`src/rtl/final_flush_serializer_pkg.sv`:
```
// Shared definitions for the LP entropy encoder flush path: FSM states,
// rounding/shift biases and the word-count bound.
package entropy_encoder_lp_pkg;

   typedef enum logic [1:0] {
      IDLE,
      EMIT,
      FIN
   } flush_state_t;

   localparam int FLUSH_SHIFT_BIAS = 16;
   localparam int FLUSH_S_BIAS     = 10;
   localparam int FLUSH_STEP       = 8;

   // Largest number of words a flush can produce for a given count width.
   function automatic int flush_max_words(input int d_size);
      return ((1 << (d_size - 1)) - 1 + FLUSH_S_BIAS + FLUSH_STEP - 1) / FLUSH_STEP;
   endfunction

endpackage

```
`src/rtl/final_flush_serializer_if.sv`:
```
// Handshake bundle between the stage-4 source, the flush unit and the
// downstream carry-resolution buffer. FINAL_FLUSH_STATS_EN adds flush_words.
interface final_flush_serializer_if #(
   parameter int OUTPUT_BITSTREAM_WIDTH = 16,
   parameter int D_SIZE                 = 5,
   parameter int LOW_WIDTH              = 24
);
   logic                              in_valid;
   logic                              in_ready;
   logic [D_SIZE-1:0]                 in_cnt;
   logic [LOW_WIDTH-1:0]              in_low;
   logic                              out_valid;
   logic                              out_ready;
   logic [OUTPUT_BITSTREAM_WIDTH-1:0] out_word;
   logic                              out_last;
   logic                              done;
`ifdef FINAL_FLUSH_STATS_EN
   logic [7:0]                        flush_words;
`endif

   modport slave (
      input  in_valid, in_cnt, in_low, out_ready,
      output in_ready, out_valid, out_word, out_last, done
`ifdef FINAL_FLUSH_STATS_EN
      , output flush_words
`endif
   );

   modport master (
      output in_valid, in_cnt, in_low, out_ready,
      input  in_ready, out_valid, out_word, out_last, done
`ifdef FINAL_FLUSH_STATS_EN
      , input flush_words
`endif
   );

endinterface

```
`src/rtl/final_flush_serializer_round.sv`:
```
// OD_EC_ENC_DONE rounding of the final low value; result is one bit wider
// than low so the carry out of the mask add survives.
module flush_round_unit #(
   parameter int LOW_WIDTH = 24,
   parameter int MASK_BITS = 14
) (
   input  logic [LOW_WIDTH-1:0] low,
   output logic [LOW_WIDTH:0]   e
);
   localparam int EW = LOW_WIDTH + 1;
   localparam logic [EW-1:0] MASK      = EW'((64'd1 << MASK_BITS) - 64'd1);
   localparam logic [EW-1:0] MASK_NEXT = EW'(64'd1 << MASK_BITS);

   assign e = (({1'b0, low} + MASK) & ~MASK) | MASK_NEXT;

endmodule

```
`src/rtl/final_flush_serializer.sv`:
```
// End-of-stream flush: rounds the final low/cnt pair and streams the precarry
// words over valid/ready. Optional FINAL_FLUSH_STATS_EN adds flush_words.
//
// state | meaning
// IDLE  | in_ready high, waiting for the final low/cnt pair
// EMIT  | presenting precarry words, one per downstream handshake
// FIN   | done pulse, back to IDLE next cycle
module final_flush_serializer
   import entropy_encoder_lp_pkg::*;
#(
   parameter int OUTPUT_BITSTREAM_WIDTH = 16,
   parameter int D_SIZE                 = 5,
   parameter int LOW_WIDTH              = 24,
   parameter int MASK_BITS              = 14
) (
   input logic                    clk,
   input logic                    reset,
   final_flush_serializer_if.slave bus
);
   localparam int EW   = LOW_WIDTH + 1;
   localparam int SW   = D_SIZE + 2;
   localparam int OW   = OUTPUT_BITSTREAM_WIDTH;
   localparam int MAXW = flush_max_words(D_SIZE);
   localparam int WCW  = $clog2(MAXW + 1);

   flush_state_t   state;
   logic [EW-1:0]  e_q;
   logic [SW-1:0]  shift_q;
   logic [SW-1:0]  s_q;
   logic [WCW-1:0] words_left;
   logic           in_ready_q;
   logic           out_valid_q;
   logic [OW-1:0]  out_word_q;
   logic           out_last_q;
   logic           done_q;

   logic [EW-1:0]  e_rnd;
   logic [SW-1:0]  cnt_ext;
   logic [SW-1:0]  shift_init;
   logic [SW-1:0]  s_init;
   logic           s_init_pos;
   logic [WCW-1:0] words_init;
   logic [EW-1:0]  word_init_full;
   logic [EW-1:0]  e_nxt;
   logic [SW-1:0]  shift_nxt;
   logic [SW-1:0]  s_nxt;
   logic           s_nxt_pos;
   logic [EW-1:0]  word_nxt_full;

   flush_round_unit #(
      .LOW_WIDTH (LOW_WIDTH),
      .MASK_BITS (MASK_BITS)
   ) u_round (
      .low (bus.in_low),
      .e   (e_rnd)
   );

   // s and shift are signed; positivity is tested via the sign bit so the
   // rest of the datapath can stay unsigned.
   always_comb begin
      cnt_ext        = {{2{bus.in_cnt[D_SIZE-1]}}, bus.in_cnt};
      shift_init     = cnt_ext + SW'(FLUSH_SHIFT_BIAS);
      s_init         = cnt_ext + SW'(FLUSH_S_BIAS);
      s_init_pos     = !s_init[SW-1] && (s_init != '0);
      words_init     = WCW'((int'(s_init) + FLUSH_STEP - 1) / FLUSH_STEP);
      word_init_full = e_rnd >> shift_init;

      e_nxt          = e_q & ((EW'(1) << shift_q) - EW'(1));
      shift_nxt      = shift_q - SW'(FLUSH_STEP);
      s_nxt          = s_q - SW'(FLUSH_STEP);
      s_nxt_pos      = !s_nxt[SW-1] && (s_nxt != '0);
      word_nxt_full  = e_nxt >> shift_nxt;
   end

   always_ff @(posedge clk or posedge reset) begin
      if (reset) begin
         state       <= IDLE;
         e_q         <= '0;
         shift_q     <= '0;
         s_q         <= '0;
         words_left  <= '0;
         in_ready_q  <= 1'b1;
         out_valid_q <= 1'b0;
         out_word_q  <= '0;
         out_last_q  <= 1'b0;
         done_q      <= 1'b0;
      end else begin
         case (state)
            IDLE: begin
               if (bus.in_valid && in_ready_q) begin
                  e_q        <= e_rnd;
                  shift_q    <= shift_init;
                  s_q        <= s_init;
                  in_ready_q <= 1'b0;
                  if (s_init_pos) begin
                     out_valid_q <= 1'b1;
                     out_word_q  <= OW'(word_init_full[8:0]);
                     out_last_q  <= (words_init == WCW'(1));
                     words_left  <= words_init;
                     state       <= EMIT;
                  end else begin
                     done_q <= 1'b1;
                     state  <= FIN;
                  end
               end
            end
            EMIT: begin
               if (bus.out_ready) begin
                  e_q        <= e_nxt;
                  shift_q    <= shift_nxt;
                  s_q        <= s_nxt;
                  words_left <= words_left - WCW'(1);
                  if (!s_nxt_pos) begin
                     out_valid_q <= 1'b0;
                     out_word_q  <= '0;
                     out_last_q  <= 1'b0;
                     done_q      <= 1'b1;
                     state       <= FIN;
                  end else begin
                     out_word_q <= OW'(word_nxt_full[8:0]);
                     out_last_q <= (words_left == WCW'(2));
                  end
               end
            end
            FIN: begin
               done_q     <= 1'b0;
               in_ready_q <= 1'b1;
               state      <= IDLE;
            end
            default: state <= IDLE;
         endcase
      end
   end

   assign bus.in_ready  = in_ready_q;
   assign bus.out_valid = out_valid_q;
   assign bus.out_word  = out_word_q;
   assign bus.out_last  = out_last_q;
   assign bus.done      = done_q;

`ifdef FINAL_FLUSH_STATS_EN
   logic [7:0] stats_q;

   always_ff @(posedge clk or posedge reset) begin
      if (reset) begin
         stats_q <= '0;
      end else if (out_valid_q && bus.out_ready && (stats_q != 8'hFF)) begin
         stats_q <= stats_q + 8'd1;
      end
   end

   assign bus.flush_words = stats_q;
`endif

endmodule

```
`src/flat_wrapper.sv`:
```
// flat-port wrapper written by rule: the top's interface ports become plain ports
module final_flush_serializer_flat import entropy_encoder_lp_pkg::*;
#(
   parameter int OUTPUT_BITSTREAM_WIDTH = 16,
   parameter int D_SIZE                 = 5,
   parameter int LOW_WIDTH              = 24,
   parameter int MASK_BITS              = 14
)
  (clk, reset, bus_in_valid, bus_in_cnt, bus_in_low, bus_out_ready, bus_in_ready, bus_out_valid, bus_out_word, bus_out_last, bus_done);
  final_flush_serializer_if #(.OUTPUT_BITSTREAM_WIDTH(OUTPUT_BITSTREAM_WIDTH), .D_SIZE(D_SIZE), .LOW_WIDTH(LOW_WIDTH)) bus_i ();
  input logic clk;
  input logic reset;
  input wire logic [$bits(bus_i.in_valid)-1:0] bus_in_valid;
  input wire logic [$bits(bus_i.in_cnt)-1:0] bus_in_cnt;
  input wire logic [$bits(bus_i.in_low)-1:0] bus_in_low;
  input wire logic [$bits(bus_i.out_ready)-1:0] bus_out_ready;
  output wire logic [$bits(bus_i.in_ready)-1:0] bus_in_ready;
  output wire logic [$bits(bus_i.out_valid)-1:0] bus_out_valid;
  output wire logic [$bits(bus_i.out_word)-1:0] bus_out_word;
  output wire logic [$bits(bus_i.out_last)-1:0] bus_out_last;
  output wire logic [$bits(bus_i.done)-1:0] bus_done;
  assign bus_i.in_valid = bus_in_valid;
  assign bus_i.in_cnt = bus_in_cnt;
  assign bus_i.in_low = bus_in_low;
  assign bus_i.out_ready = bus_out_ready;
  assign bus_in_ready = bus_i.in_ready;
  assign bus_out_valid = bus_i.out_valid;
  assign bus_out_word = bus_i.out_word;
  assign bus_out_last = bus_i.out_last;
  assign bus_done = bus_i.done;
  final_flush_serializer #(.OUTPUT_BITSTREAM_WIDTH(OUTPUT_BITSTREAM_WIDTH), .D_SIZE(D_SIZE), .LOW_WIDTH(LOW_WIDTH), .MASK_BITS(MASK_BITS)) u_core (.clk(clk), .reset(reset), .bus(bus_i));
endmodule
```
`config.mk`:
```
export PLATFORM = sky130hd
export DESIGN_NAME = final_flush_serializer_flat
export DESIGN_NICKNAME = d
export VERILOG_FILES = /design/src/rtl/final_flush_serializer_pkg.sv /design/src/rtl/final_flush_serializer_if.sv /design/src/rtl/final_flush_serializer_round.sv /design/src/rtl/final_flush_serializer.sv /design/src/flat_wrapper.sv
export SDC_FILE = /design/constraint.sdc
export NUM_CORES = 1
export LEC_CHECK = 0
export CAP_MARGIN = 10
export CORE_MARGIN = 3
export CORE_UTILIZATION = 45
export CTS_CLUSTER_SIZE = 14
export DETAILED_ROUTE_END_ITERATION = 16
export DONT_BUFFER_PORTS = 1
export GPL_TIMING_DRIVEN = 0
export PLACE_DENSITY_LB_ADDON = 0.3
export SYNTH_ARGS = -nofsm -noshare
export SYNTH_HDL_FRONTEND = slang
export SYNTH_HIERARCHICAL = 1
export SYNTH_SLANG_ARGS = --single-unit
export TNS_END_PERCENT = 10
```
`constraint.sdc`:
```
create_clock -name clk -period 3.5 [get_ports clk]
set_input_delay 0.7 -clock clk [delete_from_list [all_inputs] [get_ports clk]]
set_output_delay 0.7 -clock clk [all_outputs]
set_load 0.02 [all_outputs]
```
**Run 1: signal wires on met2**

Scale: 2 px per um. Cells faint in the background.
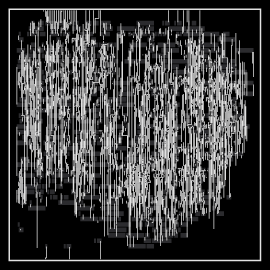
longest straight run	70.4 um
wire length on this layer	10,700 um
GRT met2 Usage: 45.9%
final WL: 24.7 mm
vias: 6,826

**Run 1: metal 3**

Scale: 2 px per um.
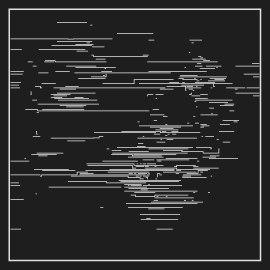
main direction	horizontal
wire length on this layer	2,680 um
met3 Resource Use GR: 7.33%

==> GITHUB_STEP_SUMMARY, run 1 <==
## PnR job results

| Metric | Value |
|---|---|
| Crit path DRT | 3.72 ns |
| CTS tree | yes |
| Biggest register | u_core/e_q |
| Yosys Chip Area | 0.00636 mm2 |
| Max Freq | 290 MHz |
| Clk tree area frac | 2.40% |
| # Taps | 176 |
| R2r setup slk | 0.05 ns |
| DIE WIDTH | 125 um |
| Clock buffers | 6 |
| Status | completed |
| Post-Synth Adder-Cell Area | under 10% |
| Antenna diode count | 0 |
| CP endpoint | u_core/bus.out_word[4] |
| Detailed Place HPWL | between 15 and 20 mm |
| H-tree levels | 2 |
| Number of enable flip-flop cells | 0 |
| Die H | 125 um |
| Global-route wire length before repair | 37.4 mm |
| Flops after synth | 56 |
| Logic area | 0.00453 mm2 |
| # port buffers | 0 |
| Post-synthesis sequential area ratio | 22.0% |
| Total track usage | 30.7% |
| Distinct lib cells | 96 |
**Run 1: logic cells by family**

Scale: 4 px per um.
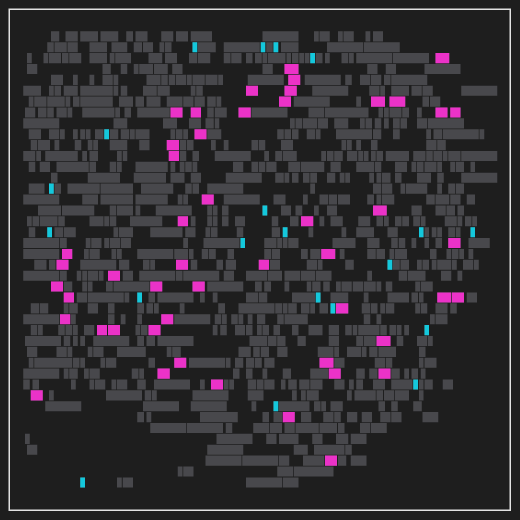
color	family	cells
cyan	inv cells	20
magenta	non-inverting ao/oa cells	49
most frequent logic cell in the layout: nand2_1
Comb/total area: 64.9%
Layout Cells excl Fill: 1,004

## Run 2: what changed since run 1
--- a/config.mk
+++ b/config.mk
@@ -5,8 +5,8 @@
 export SDC_FILE = /design/constraint.sdc
 export NUM_CORES = 1
 export LEC_CHECK = 0
+export ABC_CLOCK_PERIOD_IN_PS = 3500
 export CAP_MARGIN = 10
-export CORE_MARGIN = 3
 export CORE_UTILIZATION = 45
 export CTS_CLUSTER_SIZE = 14
 export DETAILED_ROUTE_END_ITERATION = 16
**Run 2: routing congestion map**

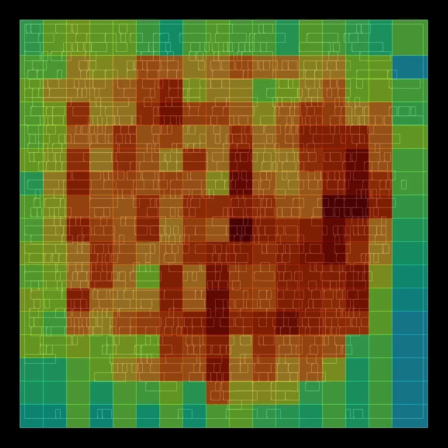
met3 Resource Use GR: 8.32%
wire per inst: 24.6 um

**Run 2: logic cells by family**

Scale: 4 px per um.
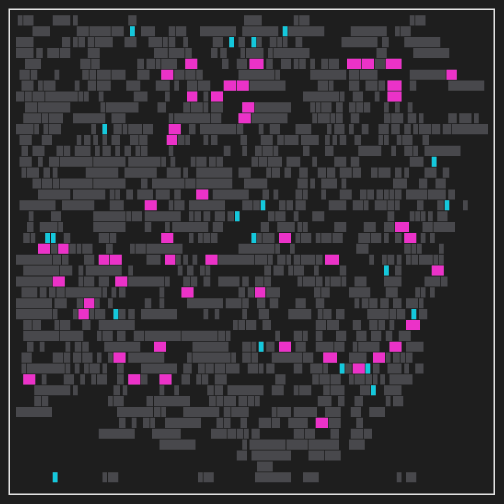
color	family	cells
magenta	non-inverting ao/oa cells	49
cyan	inv cells	20
Layout Cells excl Fill: 1,007
Comb/total area: 65.1%

==> run 2 against run 1 <==
Compared with the run above: non-clock buffer count is 1 lower; critical path type unchanged; utilization fell by 1.2 points; clock skew rose by 0.0027 ns; die area is 6.3% lower; wire length grew 0.50%; sequential power hardly changed; design area decreased by 0.36%.
==> GITHUB_STEP_SUMMARY, run 2 <==
## PnR job results

| Metric | Value |
|---|---|
| DIE WIDTH | 121 um |
| Total track usage | 34.5% |
| Antenna diode count | 0 |
| Most frequent logic cell in the layout | nand2_1 |
| Detailed Place HPWL | 19.2 mm |
| Final WL | 24.8 mm |
| Distinct lib cells | 96 |
| Post-Synth Adder-Cell Area | between 1 and 1.5% |
| CP endpoint | u_core/bus.out_word[3] |
| Yosys Chip Area | 0.00636 mm2 |
| Clock buffers | 6 |
| Biggest register | u_core/e_q |
| Max Freq | 290 MHz |
| CTS tree | yes |
| # port buffers | 0 |
| Number of enable flip-flop cells | 0 |
| Global-route wire length before repair | 37.4 mm |
| Status | completed |
| R2r setup slk | 0.06 ns |
| Vias | roughly 6,800 |
| Logic area | 0.00453 mm2 |
| Die H | 121 um |
| # Taps | ~180 |
| Post-synthesis sequential area ratio | roughly 22% |
| GRT met2 Usage | 53.2% |
Power is estimated from default activity; no workload was simulated.
